Placement view:
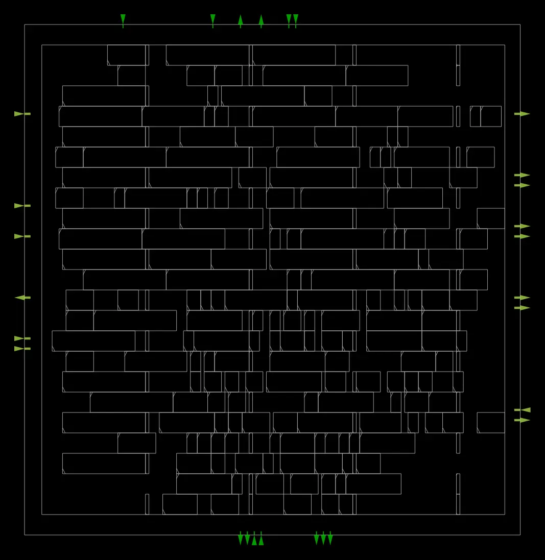
Cells colored by class:
Drawn at 4 px/um.
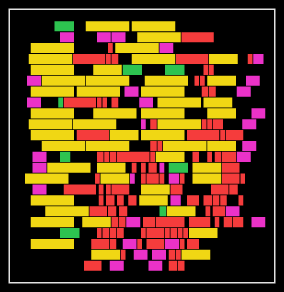
Design serial_tx_framer, sky130hd; sources not shown.
==> qor.yml <==
pwr:
  p_comb_mw: 0.316
  clockPowerShare: 0.186
  netSwitchingPower_mw: 0.297
  powerDensity_mw_per_mm2: 356
  comb_power_share: 0.353
  leakage_nw: 0.870
  p_clk_mw: 0.167
  power_leader: "registers"
  p_int_mw: 0.597
  irDropWorstVdd_mv: 0.194
  switching_share: 0.332
worst_setup_path:
  cp-end-kind: "flip-flop"
  path_class: "in -> reg"
  worst_r2r_path_depth: 8
  timing.reg2reg.setup_slack_ps: 3780
  cp_cell_sequence: "dlygate4sd3_1, o311ai_0, inv_1, ha_1, inv_1, fa_1, xor2_1, or3_1, a21oi_1"
  crit_path_max_incr_delay_ps: 610
  critPathMaxFanout: 10
  crit_required_ps: 6820
clocking:
  clockBufferDepth: 2
  clk-insertion-delay-late_ps: 300
  cts_setup_buffers: 0
  clk_pin_slew_ps: 90
  cts_resized: 0
  ctsHoldBuffers: 0
  cts.sinks: 51
  cts_tree: "yes"
  numCtsBuffers: 5
  root_buffer: "clkbuf_8"
placement:
  dp_slack_ps: 3620
  dp_hpwl_um: 2610
  dp.cells: 231
  gp_congestion: 0.715
  placed_area_sq_mm: 0.00244
  io_buffers: 26
global_route:
  grt_pass1_wl_um: 5800
  grt_use_met2: 0.340
  use_met3: 0.0411
  grt_pass1_vias: 1217
  antenna_found_initial: 0
  use_met1: 0.206
min_path:
  hold_path.class: "reg -> reg"
synth:
  area_leaders: "edfxtp_1 (45%), dfxtp_1 (18%), mux4_2 (8.5%)"
  synth_top_flop_cell: "edfxtp_1"
  ys_top_logic_family: "simple AND/OR/NAND/NOR gates"
  yosys_warnings: 0
  ys_ff: 51
  xor_share: 0.00826
  synth_area_per_cell_sq_um: 13.7
  syn-cell-area_sq_mm: 0.00212
  edf_count: 32
  syn_inst: 155
  synth.largest_area_cell: "edfxtp_1"
  synthAoiAreaFrac: 0.0809
  top_cell_area_share: 0.453
finish:
  lay_top_cells: "edfxtp_1 (32), nand2_1 (20), dfxtp_1 (19)"
  fin_nets: 210
  mi_logic_area_sq_um: 682
  layout_top_cell: "edfxtp_1"
  final_layout_size_suffix_gt1_frac: 0.122
  area_growth_pct: 18.4
  n_antenna_cell: 0
timing:
  maxSlewHeadroom: 0.419
  fin_crit_ps: 3270
  fin_ws_ps: 3510
  setup_tns_ps: 0
  finalCritPeriodShare: 0.482
  max_freq_ghz: 0.306
  setup_violations: 0
  worst_slew_pin_slew_ps: 861
  rsz0062_at_grt: "false"
floorplan:
  die_w_um: 66
  die_h_um: 68
  core_util_floorplan: 0.550
route:
  wl_met3_um: 151
  wl_um: 3710
  drc: 0
  met2_wirelength_um: 1970
  firstDrtPassIters: 4
  vias_per_cell: 5.33
  vias: 1273
  first_iter_violations: 55
status:
  status: "complete, no violations"
job:
  openroad.warnings: 32
  maxCapViolCount: 0
-- 'placement view' (at the start) --
fill cell count: 294
core area: 0.00386 sq mm

-- 'cells colored by class' (at the start) --
legend:
  yellow:
    class: registers
    cells: 51
    share_of_their_area: 55%
  magenta:
    class: remaining buffers and delay cells
    cells: 32
    share_of_their_area: 12%
  green:
    class: clock drivers and dummy loads
    cells: 8
    share_of_their_area: 3.5%
  red:
    class: remaining logic cells
    cells: 98
    share_of_their_area: 30%
Placement Rows: 23
Seq area share: 0.534
Post-Route Utilization: 0.651
cell area after layout: 0.00251 sq mm

==> worst max-delay path: cells and delay by family <==
kind                       cells  cell delay [ps]
xor gates and xnor gates       1              160
buffers and inverters          3             1070
and+or+nand+nor                1              330
adders and majority gates      2              620
AOI/OAI and AO/OA              2              460
==> layout make-up <==
class / instances / area share
well taps: 50 / 0.0249
plain buffers: 6 / 0.0135
clock buffers: 6 / 0.0289
flip-flops and latches: 51 / 0.534
inverters: 12 / 0.0179
clock inverters: 2 / 0.00499
repair buffers: 26 / 0.104
multi-input cells: 86 / 0.272
==> Yosys cell counts, drive strengths merged (2+ instances only) <==
cell type,n
mux4,8
edfxtp,32
inv,12
nor2,5
xor2,2
ha,9
nand3,2
and2,5
dfxtp,19
clkbuf,3
nand2,20
o21ai,5
or3,3
a21oi,15
buf,3
o311ai,2
Power figures rest on the tool's default switching activity, not on a simulated workload.
